==> config.mk <==
export PLATFORM = sky130hd
export DESIGN_NAME = alu_op_sequencer
export DESIGN_NICKNAME = d
export VERILOG_FILES = /design/src/rtl/alu_op_sequencer.sv
export SDC_FILE = /design/constraint.sdc
export NUM_CORES = 1
export LEC_CHECK = 0
export CAP_MARGIN = 15
export CORE_MARGIN = 2
export CORE_UTILIZATION = 55
export DETAILED_ROUTE_END_ITERATION = 12
export GPL_ROUTABILITY_DRIVEN = 1
export PLACE_DENSITY = 0.87
export SLEW_MARGIN = 20
export SYNTH_ARGS = -nofsm -noshare
export SYNTH_HDL_FRONTEND = slang
export SYNTH_SLANG_ARGS = --single-unit
==> constraint.sdc <==
create_clock -name clk -period 2.35 [get_ports clk]
set_input_delay 0.47 -clock clk [delete_from_list [all_inputs] [get_ports clk]]
set_output_delay 0.47 -clock clk [all_outputs]
set_load 0.01 [all_outputs]
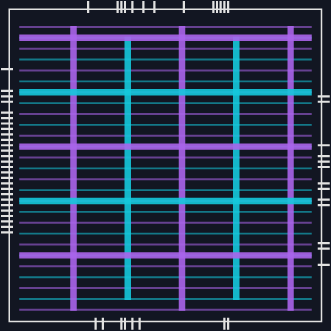
*PDN straps and rails*
Scale: 4 px per um. Pins as bars on the die edge.
- VSS: purple
- VDD: cyan
- rows: 26
- met1 rails: 27
- met5 straps: 5
die width: 77.7 um
worst vdd ir: 870 uV
Core Area: 0.00517 mm2
die height: 77.7 um

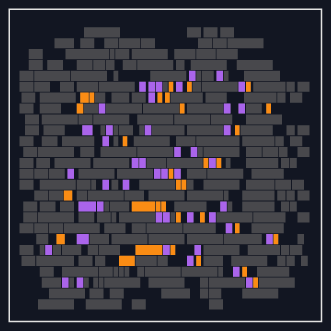
*Selected gate families*
Scale: 4 px per um.
- NOR gates: orange (cells 32)
- inverting AOI/OAI gates: purple (cells 45)
multi-input combinational area share: 34.3%
most numerous logic cell after layout: dfrtp_1
Final Instance Count excl. Fillers: 384

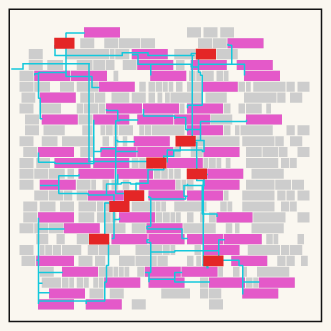
*Clock wires, drivers and flops*
Scale: 4 px per um.
- cells driving clock nets: red (count 9)
- flip-flops: magenta (count 62)
- clock wires: cyan (length 725 um)
- flops lie: all over the die
- routed clock nets: 10
worst-case clock skew: 0.00762 ns
Clock Power Share: 18.4%
Late-Pin Clk Latency: 0.33 ns
Clock Power: 1010 uW

==> results.json <==
{
  "outcome": "complete, no violations",
  "ys_seq_share_pct": 52.0,
  "grt_max_degree": 36,
  "viasPerCell": 5.56,
  "drt_iter0_markers": 132,
  "fin_area_mm2": 0.00389,
  "final-max-slew-violation-count": 0,
  "die_area_mm2": 0.00603,
  "ys_ff": 62,
  "first_pass_iters": 4,
  "arrival_ns": 1.80,
  "yosysTopAreaCellShare_pct": 52.0,
  "tool_warnings": 26,
  "largest_reg_flops": 32,
  "finalSetupViolCount": 0,
  "swShare_pct": 34.3,
  "clk_pin_slew_ns": 0.07,
  "holdCritPathClass": "in -> async",
  "fp-row-count": 26,
  "fmax_ghz": 0.441,
  "route.detailed.wl_per_inst_um": 16.9,
  "r2r_cells": 5,
  "htree_levels": 3,
  "hold_buffers": 0,
  "combPwrFrac_pct": 44.4,
  "netlist_area_mm2": 0.00299,
  "cts.sinks": 62,
  "cts_buffers": 9,
  "dp_hpwl_um": 4510,
  "topCellsByArea": "dfrtp_1, mux4_2, mux2_4",
  "dp_cells": 366,
  "worstPathMaxFanout": 5,
  "dr_total_vias": 2136,
  "rsz0062_at_grt": "false",
  "start_kind": "flip-flop",
  "syn_area_per_cell_um2": 12.3,
  "yosysTopAreaCell": "dfrtp_1",
  "area_growth_pct": 30.2,
  "wirelength_um": 6480,
  "max_slew_margin_pct": 53.6,
  "syn-num-nets": 272,
  "synthCells": 243,
  "final_cell_mix": "dfrtp_1, clkdlybuf4s50_1, nor2_1",
  "worst_pin_slew_ns": 0.677,
  "p_sw_uw": 1890,
  "cts_tree": "done",
  "drv_cap": 0,
  "drive_gt1_share_pct": 22.9,
  "antenna_found_initial": 0,
  "setup_tns_ns": 0,
  "worst_slack_ns": 0.0829,
  "fin_crit_sh_pct": 96.5,
  "ant_nets": 0,
  "fp_util_pct": 57.7,
  "cellPowerDensity_mw_per_mm2": 1420,
  "place_congestion": 0.801,
  "crit_type": "reg -> out",
  "intPower_uw": 3630,
  "top_level_ports": 61,
  "final_nets": 338,
  "ys_chip_area_mm2": 0.00299,
  "ys_cells": 243,
  "grt_usage_pct": 24.1,
  "grt_pass1_vias": 2199,
  "reg2reg_slack_ns": 0.55,
  "drc_errors": 0,
  "worst_setup_path_end_kind": "output pin",
  "ys_types": 31,
  "crit_required_ns": 1.88,
  "p_total_uw": 5530,
  "gr-total-overflow": 0,
  "p_leak_uw": 0.00168,
  "portBuffers": 60,
  "place_ws_ns": 0.210,
  "grt_pass1_wl_um": 10900,
  "fin_crit_ns": 2.27,
  "dpl_cell_area_mm2": 0.00366,
  "num_antenna_cells": 0,
  "seq_power_share_pct": 37.2,
  "cts_root_buf": "clkbuf_8",
  "ctsLongestPathBuffers": 2,
  "yosysWarningCount": 0,
  "finalHoldViolations": 0
}
-- cells in the mapped netlist --
library cell  number
a21oi_1           24
and2_1            17
and2_4             2
and2b_1            1
buf_2              4
buf_4              3
buf_6              3
clkbuf_1           5
dfrtp_1           62
inv_1              1
mux2_2             7
mux2_4            10
mux2i_1            7
mux2i_4            1
mux4_2            16
nand2_1           23
nand2b_1           1
nand2b_4           1
nand3_1            1
nand3b_1           1
nor2_1            25
nor2_2             1
nor2_4             1
nor3_1             1
nor3_4             1
nor3b_4            1
nor4_1             2
o211ai_1           1
o21ai_0           18
o31ai_2            1
o41ai_1            1
-- worst max-delay path, cell delays in order (launching register included) --
cell and delay, ns:
dfrtp_1 0.38, buf_6 0.15, mux4_2 0.50, and2_1 0.16, dlygate4sd2_1 0.27
-- metal layers --
layer / GRT usage (%) / up-vias / wire (um)
met5: 0 / - / 0
met4: 8.93 / 0 / 134
met3: 6.51 / 12 / 362
met2: 39.8 / 78 / 3250
met1: 30.6 / 1051 / 2740
li1: - / 995 / -
-- through the flow --
step                hold slack [ns]  util, %
floorplan                     0.174        -
global route                  0.199     75.2
finish                        0.156     75.2
detailed placement            0.471     70.7
CTS                           0.173     75.1
global placement              0.462     70.7
-- cell families after synthesis --
logic type / share of synthesized area (%)
AOI/OAI and AO/OA: 8.01
buffers and inverters: 3.31
DFF: 52.0
muxes: 22.8
and+or+nand+nor: 13.9
-- what timing repair did --
item / in CTS / in global routing
resized: 24 / 9
buffers inserted: 1 / 1
endpoints found under the setup margin: 18 / 10
-- layout make-up --
type                    count  area [um2]
well taps                  70        87.6
flip-flops and latches     62        1550
inverters                   1        3.75
clock buffers              12         145
repair buffers             70         692
clock inverters             4        70.1
fillers                   324        1280
multi-input cells         165        1340
-- power groups by stage --
stage / Clock [uW] / Sequential [uW] / Combinational (uW)
after global placement: 0 / 2020 / 2400
after CTS: 1030 / 2050 / 2460
after detailed placement: 0 / 2050 / 2480
final: 1010 / 2050 / 2460
after floorplan: 0 / 1910 / 1670
after global routing: 1090 / 2130 / 2680
No activity file was given, so power comes from the tool's default toggle rates.
